==> src/rtl/l2_icache_resp_if.sv <==
// Bundle of the I-Cache request, L2 tag/data RAM and main-memory signals of l2_icache_resp.
// slave is the responder's view, master is the view of the blocks around it.
interface l2_icache_resp_if #(
  parameter int L2_IDX_W = 9
);
  localparam int TAG_W = 28 - L2_IDX_W;

  logic                irq;
  logic [27:0]         l2_addr;
  logic                dc_busy;
  logic                ic_en;
  logic                l2_rdy;
  logic [127:0]        data_wd_l2;
  logic                complete;
  logic [L2_IDX_W-1:0] l2_index;
  logic [TAG_W:0]      l2_tag_rd;
  logic [127:0]        l2_data_rd;
  logic                l2_we;
  logic [TAG_W:0]      l2_tag_wd;
  logic [127:0]        l2_data_wd;
  logic                mem_req;
  logic [27:0]         mem_addr;
  logic                mem_rdy;
  logic [127:0]        mem_rd;

  modport slave (
    input  irq, l2_addr, dc_busy, l2_tag_rd, l2_data_rd, mem_rdy, mem_rd,
    output ic_en, l2_rdy, data_wd_l2, complete, l2_index, l2_we, l2_tag_wd,
           l2_data_wd, mem_req, mem_addr
  );

  modport master (
    output irq, l2_addr, dc_busy, l2_tag_rd, l2_data_rd, mem_rdy, mem_rd,
    input  ic_en, l2_rdy, data_wd_l2, complete, l2_index, l2_we, l2_tag_wd,
           l2_data_wd, mem_req, mem_addr
  );
endinterface

==> src/rtl/l2_icache_resp.sv <==
// L2-side responder for I-Cache refills: direct-mapped L2 lookup, memory refill, block return.
// Define L2_PERF_EN to add saturating hit_cnt / miss_cnt outputs.
module l2_icache_resp #(
  parameter int L2_IDX_W = 9
) (
  input  logic            clk,
  input  logic            rst,
  l2_icache_resp_if.slave bus
`ifdef L2_PERF_EN
  ,
  output logic [31:0]     hit_cnt,
  output logic [31:0]     miss_cnt
`endif
);
  localparam int TAG_W = 28 - L2_IDX_W;

  typedef enum logic [2:0] {
    S_IDLE   = 3'd0,
    S_LOOKUP = 3'd1,
    S_MEM    = 3'd2,
    S_FILL   = 3'd3,
    S_RESP   = 3'd4,
    S_DONE   = 3'd5
  } state_t;

  state_t       r_state;
  logic [27:0]  r_addr_q;
  logic [127:0] r_buf_q;
  logic         r_l2_rdy;
  logic         r_complete;
  logic         r_l2_we;
  logic         r_mem_req;

  logic         w_grant;
  logic         w_hit;
  logic         w_idle;

  assign w_idle  = (r_state == S_IDLE);
  assign w_grant = bus.irq & ~bus.dc_busy;
  assign w_hit   = bus.l2_tag_rd[TAG_W] &
                   (bus.l2_tag_rd[TAG_W-1:0] == r_addr_q[27:L2_IDX_W]);

  // Index follows the live request in IDLE so the sync-read RAM answers in LOOKUP.
  assign bus.l2_index   = w_idle ? bus.l2_addr[L2_IDX_W-1:0] : r_addr_q[L2_IDX_W-1:0];
  assign bus.ic_en      = ~w_idle | ~bus.dc_busy;
  assign bus.l2_rdy     = r_l2_rdy;
  assign bus.complete   = r_complete;
  assign bus.l2_we      = r_l2_we;
  assign bus.mem_req    = r_mem_req;
  assign bus.mem_addr   = r_addr_q;
  assign bus.data_wd_l2 = r_buf_q;
  assign bus.l2_data_wd = r_buf_q;
  assign bus.l2_tag_wd  = {1'b1, r_addr_q[27:L2_IDX_W]};

  // Transaction FSM; pulse outputs are loaded on the edge entering their state.
  always_ff @(posedge clk) begin
    if (rst) begin
      r_state    <= S_IDLE;
      r_addr_q   <= 28'd0;
      r_buf_q    <= 128'd0;
      r_l2_rdy   <= 1'b0;
      r_complete <= 1'b0;
      r_l2_we    <= 1'b0;
      r_mem_req  <= 1'b0;
    end else begin
      r_l2_rdy   <= 1'b0;
      r_complete <= 1'b0;
      r_l2_we    <= 1'b0;
      case (r_state)
        S_IDLE: begin
          if (w_grant) begin
            r_addr_q <= bus.l2_addr;
            r_state  <= S_LOOKUP;
          end else begin
            r_state  <= S_IDLE;
          end
        end
        S_LOOKUP: begin
          if (w_hit) begin
            r_buf_q   <= bus.l2_data_rd;
            r_l2_rdy  <= 1'b1;
            r_state   <= S_RESP;
          end else begin
            r_mem_req <= 1'b1;
            r_state   <= S_MEM;
          end
        end
        S_MEM: begin
          if (bus.mem_rdy) begin
            r_buf_q   <= bus.mem_rd;
            r_mem_req <= 1'b0;
            r_l2_we   <= 1'b1;
            r_state   <= S_FILL;
          end else begin
            r_state   <= S_MEM;
          end
        end
        S_FILL: begin
          r_l2_rdy <= 1'b1;
          r_state  <= S_RESP;
        end
        S_RESP: begin
          r_complete <= 1'b1;
          r_state    <= S_DONE;
        end
        S_DONE: begin
          r_state <= S_IDLE;
        end
        default: begin
          r_mem_req <= 1'b0;
          r_state   <= S_IDLE;
        end
      endcase
    end
  end

`ifdef L2_PERF_EN
  logic [31:0] r_hit_cnt;
  logic [31:0] r_miss_cnt;

  assign hit_cnt  = r_hit_cnt;
  assign miss_cnt = r_miss_cnt;

  // Saturating lookup outcome counters.
  always_ff @(posedge clk) begin
    if (rst) begin
      r_hit_cnt  <= 32'd0;
      r_miss_cnt <= 32'd0;
    end else if (r_state == S_LOOKUP) begin
      if (w_hit) begin
        if (r_hit_cnt != 32'hFFFF_FFFF) begin
          r_hit_cnt <= r_hit_cnt + 32'd1;
        end
      end else begin
        if (r_miss_cnt != 32'hFFFF_FFFF) begin
          r_miss_cnt <= r_miss_cnt + 32'd1;
        end
      end
    end
  end
`endif
endmodule

==> src/flat_wrapper.sv <==
// flat-port wrapper written by rule: the top's interface ports become plain ports
module l2_icache_resp_flat 
#(
  parameter int L2_IDX_W = 9
)
  (clk, rst, bus_irq, bus_l2_addr, bus_dc_busy, bus_l2_tag_rd, bus_l2_data_rd, bus_mem_rdy, bus_mem_rd, bus_ic_en, bus_l2_rdy, bus_data_wd_l2, bus_complete, bus_l2_index, bus_l2_we, bus_l2_tag_wd, bus_l2_data_wd, bus_mem_req, bus_mem_addr);
  l2_icache_resp_if #(.L2_IDX_W(L2_IDX_W)) bus_i ();
  input  logic clk;
  input  logic rst;
  input wire logic [$bits(bus_i.irq)-1:0] bus_irq;
  input wire logic [$bits(bus_i.l2_addr)-1:0] bus_l2_addr;
  input wire logic [$bits(bus_i.dc_busy)-1:0] bus_dc_busy;
  input wire logic [$bits(bus_i.l2_tag_rd)-1:0] bus_l2_tag_rd;
  input wire logic [$bits(bus_i.l2_data_rd)-1:0] bus_l2_data_rd;
  input wire logic [$bits(bus_i.mem_rdy)-1:0] bus_mem_rdy;
  input wire logic [$bits(bus_i.mem_rd)-1:0] bus_mem_rd;
  output wire logic [$bits(bus_i.ic_en)-1:0] bus_ic_en;
  output wire logic [$bits(bus_i.l2_rdy)-1:0] bus_l2_rdy;
  output wire logic [$bits(bus_i.data_wd_l2)-1:0] bus_data_wd_l2;
  output wire logic [$bits(bus_i.complete)-1:0] bus_complete;
  output wire logic [$bits(bus_i.l2_index)-1:0] bus_l2_index;
  output wire logic [$bits(bus_i.l2_we)-1:0] bus_l2_we;
  output wire logic [$bits(bus_i.l2_tag_wd)-1:0] bus_l2_tag_wd;
  output wire logic [$bits(bus_i.l2_data_wd)-1:0] bus_l2_data_wd;
  output wire logic [$bits(bus_i.mem_req)-1:0] bus_mem_req;
  output wire logic [$bits(bus_i.mem_addr)-1:0] bus_mem_addr;
  assign bus_i.irq = bus_irq;
  assign bus_i.l2_addr = bus_l2_addr;
  assign bus_i.dc_busy = bus_dc_busy;
  assign bus_i.l2_tag_rd = bus_l2_tag_rd;
  assign bus_i.l2_data_rd = bus_l2_data_rd;
  assign bus_i.mem_rdy = bus_mem_rdy;
  assign bus_i.mem_rd = bus_mem_rd;
  assign bus_ic_en = bus_i.ic_en;
  assign bus_l2_rdy = bus_i.l2_rdy;
  assign bus_data_wd_l2 = bus_i.data_wd_l2;
  assign bus_complete = bus_i.complete;
  assign bus_l2_index = bus_i.l2_index;
  assign bus_l2_we = bus_i.l2_we;
  assign bus_l2_tag_wd = bus_i.l2_tag_wd;
  assign bus_l2_data_wd = bus_i.l2_data_wd;
  assign bus_mem_req = bus_i.mem_req;
  assign bus_mem_addr = bus_i.mem_addr;
  l2_icache_resp #(.L2_IDX_W(L2_IDX_W)) u_core (.clk(clk), .rst(rst), .bus(bus_i));
endmodule
==> config.mk <==
export PLATFORM = sky130hd
export DESIGN_NAME = l2_icache_resp_flat
export DESIGN_NICKNAME = d
export VERILOG_FILES = /design/src/rtl/l2_icache_resp_if.sv /design/src/rtl/l2_icache_resp.sv /design/src/flat_wrapper.sv
export SDC_FILE = /design/constraint.sdc
export NUM_CORES = 1
export LEC_CHECK = 0
export CELL_PAD_IN_SITES_DETAIL_PLACEMENT = 1
export CELL_PAD_IN_SITES_GLOBAL_PLACEMENT = 2
export CORE_AREA = 2 2 243 245
export CTS_BUF_LIST = sky130_fd_sc_hd__clkbuf_2
export DETAILED_ROUTE_END_ITERATION = 6
export DIE_AREA = 0 0 245 247
export DONT_BUFFER_PORTS = 1
export PLACE_DENSITY = 0.44
export SYNTH_ARGS = -nofsm -noshare
export SYNTH_HDL_FRONTEND = slang
export SYNTH_SLANG_ARGS = --single-unit
==> constraint.sdc <==
create_clock -name clk -period 2.34 [get_ports clk]
set_clock_uncertainty 0.1 [all_clocks]
set_input_delay 0.351 -clock clk [delete_from_list [all_inputs] [get_ports clk]]
set_output_delay 0.351 -clock clk [all_outputs]
set_load 0.05 [all_outputs]
run_1/placed.png
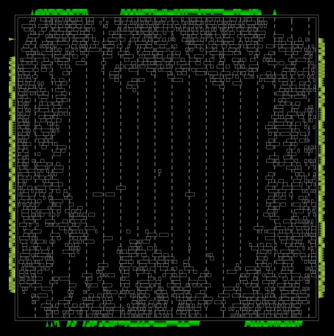
n_taps: 773
Fillers: 6,832

run_1/route_heat.png
24 x 25 tiles, from black (low) to pale yellow (high), scaled to the fullest tile. Values are wire area over tile area, all layers added.
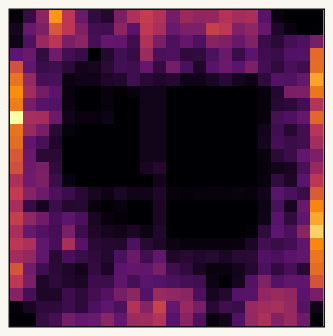
The mean over all tiles is 0.11. 22% of the tiles are nearly empty. The emptiest ninth of the die: middle. The fullest tile reaches 0.58. 5.3% of the tiles are over half the peak.
WL final: 39,600 µm
drt wl/cell: 17.1 µm
GRT Overall Usage: 12.6%
via count: 9,162

run_1/gates.png
Scale bar: 50 µm.
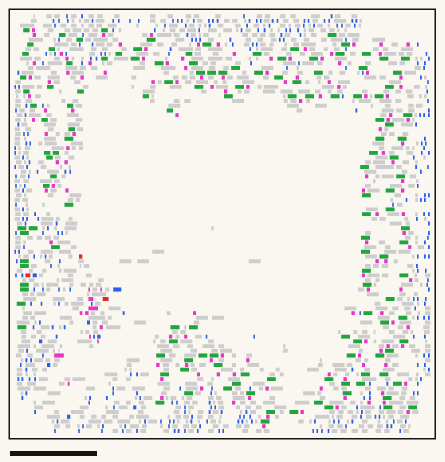
mux cells: marked green, cells 137, most used mux2_4, where widely spread. nor cells: marked magenta, cells 139, most used nor2b_1, where widely spread. nand cells: marked blue, cells 323, most used nand2_1, where widely spread. and/or cells: marked red, cells 3.

==> flow_metrics.env <==
# physical design summary
export IMPL_run_status="finished, violations left"
export IMPL_worst_setup_path_start_kind="flip-flop"
export IMPL_fin_ws_ns=-0.322
export IMPL_hpwl_um=26600
export IMPL_clkLatencyLatePin_ns=0.96
export IMPL_cts_buffers=17
export IMPL_htreeDepth=4
export IMPL_violations="hold timing, setup timing"
export IMPL_pg_clk_w=0.00158
export IMPL_ys_cells=1181
export IMPL_cts_buffer_depth=2
export IMPL_p_comb_w=0.00216
export IMPL_row_count=89
export IMPL_finalHoldViolCount=156
export IMPL_top_cell="nand2_1"
export IMPL_dieHeight_um=247
export IMPL_use_met1_pct=14.1
export IMPL_worstHoldEndpoint="u_core.bus.mem_addr[12]"
export IMPL_report_final_setup_viol=10
export IMPL_r2r_cells=7
export IMPL_hold_slack_ns=-0.474
export IMPL_met1_length_um=15500
